**config.mk**
```make
export PLATFORM = sky130hd
export DESIGN_NAME = up_sample_nn_sched_ctrl
export DESIGN_NICKNAME = d
export VERILOG_FILES = /design/src/rtl/up_sample_nn_sched_ctrl.sv
export SDC_FILE = /design/constraint.sdc
export NUM_CORES = 1
export LEC_CHECK = 0
export CAP_MARGIN = 10
export CORE_MARGIN = 1
export CORE_UTILIZATION = 52
export DETAILED_ROUTE_END_ITERATION = 8
export MAX_ROUTING_LAYER = met4
export PLACE_DENSITY = 0.72
export SLEW_MARGIN = 10
export SYNTH_ARGS = -nofsm -noshare
export SYNTH_HDL_FRONTEND = slang
export SYNTH_SLANG_ARGS = --single-unit
```
**constraint.sdc**
```tcl
create_clock -name clk -period 2.9 [get_ports clk]
set_clock_uncertainty 0.1 [all_clocks]
set_input_delay 0.58 -clock clk [delete_from_list [all_inputs] [get_ports clk]]
set_output_delay 0.58 -clock clk [all_outputs]
set_load 0.01 [all_outputs]
```
**src/rtl/up_sample_nn_sched_ctrl.sv**
```systemverilog
// ---------------------------------------------------------------------------
// up_sample_nn_sched_ctrl
//
// Affine loop-nest schedule controller for the nearest-neighbour up_sample
// compute stage. After a flush it waits START_DELAY cycles, then issues one
// iteration every II cycles. It walks a 3-deep loop nest
// (outer x row x col, column fastest) and raises done after the last
// iteration.
//
// Ports:
//   clk        - rising-edge clock
//   rst        - synchronous active-high reset (priority over flush/stall)
//   flush      - synchronous restart pulse (start of frame)
//   stall      - downstream hold; freezes phase and indices in RUN
//   en         - op enable for the unified buffers (ren/wen)
//   ctrl_vars  - loop indices: [0]=outer, [1]=row, [2]=col
//   iter_count - iterations issued since the last flush
//   busy       - high while in DELAY or RUN
//   done       - high after the final iteration until flush/rst
// ---------------------------------------------------------------------------
module up_sample_nn_sched_ctrl #(
  parameter int WIDTH       = 16,
  parameter int EXT0        = 1,
  parameter int EXT1        = 128,
  parameter int EXT2        = 128,
  parameter int START_DELAY = 0,
  parameter int II          = 1
) (
  input  logic                  clk,
  input  logic                  rst,
  input  logic                  flush,
  input  logic                  stall,
  output logic                  en,
  output logic [2:0][WIDTH-1:0] ctrl_vars,
  output logic [31:0]           iter_count,
  output logic                  busy,
  output logic                  done
);

  localparam logic [1:0] ST_IDLE  = 2'd0;
  localparam logic [1:0] ST_DELAY = 2'd1;
  localparam logic [1:0] ST_RUN   = 2'd2;
  localparam logic [1:0] ST_DONE  = 2'd3;

  localparam logic [WIDTH-1:0] MAX0 = WIDTH'(EXT0 - 1);
  localparam logic [WIDTH-1:0] MAX1 = WIDTH'(EXT1 - 1);
  localparam logic [WIDTH-1:0] MAX2 = WIDTH'(EXT2 - 1);

  logic [1:0]       state_r,     state_s;
  logic [31:0]      delay_cnt_r, delay_cnt_s;
  logic [31:0]      phase_r,     phase_s;
  logic [WIDTH-1:0] idx0_r,      idx0_s;
  logic [WIDTH-1:0] idx1_r,      idx1_s;
  logic [WIDTH-1:0] idx2_r,      idx2_s;
  logic [31:0]      iter_cnt_r,  iter_cnt_s;
  logic             issue_s;
  logic             last_s;

  // Issue decode: an iteration fires on phase 0 of RUN when not held.
  always_comb begin
    issue_s = (state_r == ST_RUN) && (phase_r == 32'd0) && !stall;
    last_s  = (idx0_r == MAX0) && (idx1_r == MAX1) && (idx2_r == MAX2);
  end

  // Next-state logic for the schedule FSM, counters and loop indices.
  always_comb begin
    state_s     = state_r;
    delay_cnt_s = delay_cnt_r;
    phase_s     = phase_r;
    idx0_s      = idx0_r;
    idx1_s      = idx1_r;
    idx2_s      = idx2_r;
    iter_cnt_s  = iter_cnt_r;
    if (flush) begin
      // Restart wins over stall and aborts any frame in flight.
      delay_cnt_s = 32'd0;
      phase_s     = 32'd0;
      idx0_s      = {WIDTH{1'b0}};
      idx1_s      = {WIDTH{1'b0}};
      idx2_s      = {WIDTH{1'b0}};
      iter_cnt_s  = 32'd0;
      if (START_DELAY > 0) begin
        state_s = ST_DELAY;
      end else begin
        state_s = ST_RUN;
      end
    end else begin
      case (state_r)
        ST_IDLE: begin
          state_s = ST_IDLE;
        end
        ST_DELAY: begin
          // Stall is deliberately ignored while counting the start delay.
          if (delay_cnt_r == 32'(START_DELAY - 1)) begin
            state_s     = ST_RUN;
            delay_cnt_s = 32'd0;
          end else begin
            delay_cnt_s = delay_cnt_r + 32'd1;
          end
        end
        ST_RUN: begin
          if (!stall) begin
            if (phase_r == 32'(II - 1)) begin
              phase_s = 32'd0;
            end else begin
              phase_s = phase_r + 32'd1;
            end
          end else begin
            phase_s = phase_r;
          end
          if (issue_s) begin
            iter_cnt_s = iter_cnt_r + 32'd1;
            if (last_s) begin
              state_s = ST_DONE;
              idx0_s  = {WIDTH{1'b0}};
              idx1_s  = {WIDTH{1'b0}};
              idx2_s  = {WIDTH{1'b0}};
            end else if (idx2_r == MAX2) begin
              idx2_s = {WIDTH{1'b0}};
              if (idx1_r == MAX1) begin
                idx1_s = {WIDTH{1'b0}};
                idx0_s = idx0_r + WIDTH'(1);
              end else begin
                idx1_s = idx1_r + WIDTH'(1);
              end
            end else begin
              idx2_s = idx2_r + WIDTH'(1);
            end
          end else begin
            iter_cnt_s = iter_cnt_r;
          end
        end
        ST_DONE: begin
          state_s = ST_DONE;
        end
        default: begin
          state_s = ST_IDLE;
        end
      endcase
    end
  end

  // State register with synchronous reset taking priority over everything.
  always_ff @(posedge clk) begin
    if (rst) begin
      state_r     <= ST_IDLE;
      delay_cnt_r <= 32'd0;
      phase_r     <= 32'd0;
      idx0_r      <= {WIDTH{1'b0}};
      idx1_r      <= {WIDTH{1'b0}};
      idx2_r      <= {WIDTH{1'b0}};
      iter_cnt_r  <= 32'd0;
    end else begin
      state_r     <= state_s;
      delay_cnt_r <= delay_cnt_s;
      phase_r     <= phase_s;
      idx0_r      <= idx0_s;
      idx1_r      <= idx1_s;
      idx2_r      <= idx2_s;
      iter_cnt_r  <= iter_cnt_s;
    end
  end

  // Output decode; rst forces the idle values even before its edge lands.
  always_comb begin
    if (rst) begin
      en         = 1'b0;
      busy       = 1'b0;
      done       = 1'b0;
      ctrl_vars  = '0;
      iter_count = 32'd0;
    end else begin
      en           = issue_s;
      busy         = (state_r == ST_DELAY) || (state_r == ST_RUN);
      done         = (state_r == ST_DONE);
      ctrl_vars[0] = idx0_r;
      ctrl_vars[1] = idx1_r;
      ctrl_vars[2] = idx2_r;
      iter_count   = iter_cnt_r;
    end
  end

endmodule

```
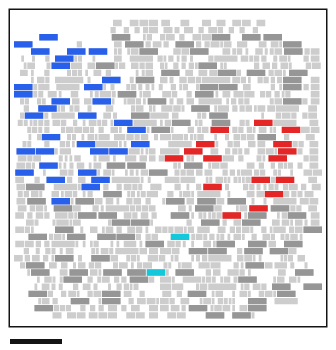
(images/registers.png)
Bar = 20 um. Other sequential cells in the stronger grey, the rest of the logic in the fainter grey.
- `phase_r`: blue (flops 32)
- `state_r`: cyan (flops 2)
- `idx0_r`: red (flops 16; where east)
- not coloured: 96
final core occ: 68.39%
Reg area: 0.002923 sq mm
P_seq: 2.02 mW

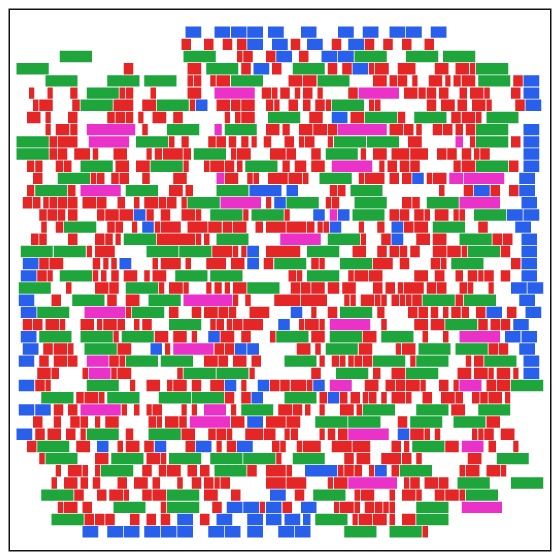
(images/cell_classes.png)
- other buffers and delay cells: blue (cells 117)
- flip-flops: green (cells 146)
- all other logic: red (cells 691)
- clock drivers and dummy loads: magenta (cells 32)
row cnt: 42
core footprint: 0.01345 sq mm
final instance area: 0.009200 sq mm
Seq/total area: 31.77%

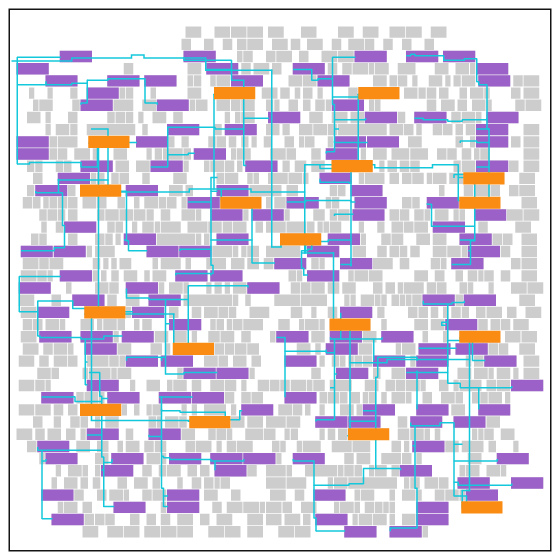
(images/clock_map.png)
- clock wires: cyan (length 1,840 um)
- flip-flops: purple (count 146)
- cells driving clock nets: orange (count 17)
- routed clock nets: 18
- flops lie: all over the die
Clk power: 2.41 mW
clock share of power: 52.7%
worst skew pair latency: 0.43 ns

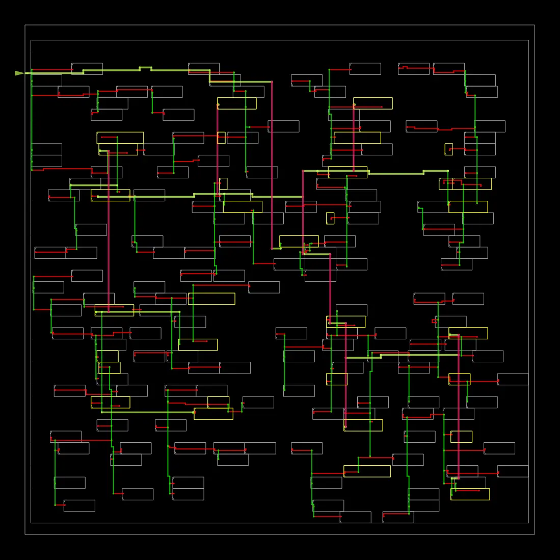
(images/final_clocks.png)
clock buf count: 23
clk sink count: 146
flop count: 146
Inserted Clock Buffers: 17

## sequential cells by signal, summed over array words and instances, names as in the netlist
| register | flops |
|---|---|
| iter_cnt_r | 32 |
| idx0_r | 16 |
| state_r | 2 |
| delay_cnt_r | 32 |
| idx1_r | 16 |
| idx2_r | 16 |
| phase_r | 32 |
## critical path: stages, from the launching register on
cell,delay (ns)
dfxtp_1,0.34
inv_1,0.07
ha_1,0.14
nor4b_4,0.19
nand4_2,0.16
or3_4,0.41
nor2_1,0.09
clkdlybuf4s15_1,0.24
## metrics by stage
| step | std cells | power (mW) | area (sq um) | worst slack, ns |
|---|---|---|---|---|
| after floorplan | 874 | 2.151 | 7308 | 0.2731 |
| after global placement | 1130 | 2.204 | 8502 | -0.03931 |
| after detailed placement | 1130 | 2.206 | 8502 | -0.04896 |
| after CTS | 1162 | 4.604 | 9181 | 0.08413 |
| after global routing | 1162 | 4.704 | 9200 | 0.02803 |
| final | 1162 | 4.573 | 9200 | 0.1546 |
## synth_stat cells, types with 5 or more instances
cell      instances
and3_1           29
nor3_1           11
xor2_1           94
nor2_1          144
nand4_1          53
nor4_1           15
clkbuf_1         30
nor2b_1          83
a21oi_1          21
buf_2             6
inv_1            13
nand2_1          49
and4_1           16
o21ai_0          13
ha_1             12
dfxtp_1         146
and2_1            7
nor4_2            5
or3_1            15
xnor2_1          30
nand3_1          55
## cell usage in the layout (no fill, tap or decap), types with 11 or more instances in the layout
cell	count
a21oi_1	21
and3_1	29
and4_1	16
buf_4	29
clkbuf_16	17
clkdlybuf4s50_1	84
dfxtp_1	146
ha_1	12
inv_1	13
nand2_1	49
nand3_1	55
nand4_1	53
nor2_1	144
nor2b_1	82
nor3_1	11
o21ai_0	13
or3_1	14
xnor2_1	30
xor2_1	94
==> metrics.csv <==
stage,metric,value,unit
outcome,status,"finished, final reports clean",
power,Internal Pwr Total,3.632,mW
logic_synthesis,Post-Synth Simple-Gate Area,37.17,%
final_layout,buffering overhead,12.10,%
power,P_comb,0.146,mW
final_timing,min Tclk post-route,2.745,ns
setup_path,CP Max Fanout,4,
routing,DRC Markers,0,
routing,DR iter-0 viols,458,
final_timing,post-route setup TNS,0,ns
logic_synthesis,"EDFF count, synth",0,
routing,DRT met1 WL,7559,um
logic_synthesis,"Adder Share, Synth",2.054,%
place,PortBufs,86,
die,die height,120.6,um
global_routing,met3 track demand over resource,4.481,%
logic_synthesis,aoi share,3.099,%
power,maximum VDD drop,0.0004173,V
power,Net Switching,0.9404,mW
logic_synthesis,ys cells,874,
routing,ANT nets after route,0,
power,Pwr top,clock,
cts,"Reg clk slew, reported paths",0.06,ns
final_layout,bufs w/o clock,117,
logic_synthesis,Largest type area fraction,39.99,%
die,starting density of the core,54.32,%
final_timing,Max Clock Freq,0.3642,GHz
global_routing,GRT met2 Usage,38.25,%
setup_path,CP arrival,2.07,ns
die,well tap count,176,
global_routing,GRT overflow,0,
logic_synthesis,Syn Std Cell Area,0.007308,sq mm
final_layout,clock tree cell share of total cell area,7.140,%
Power and IR drop assume default switching activity.
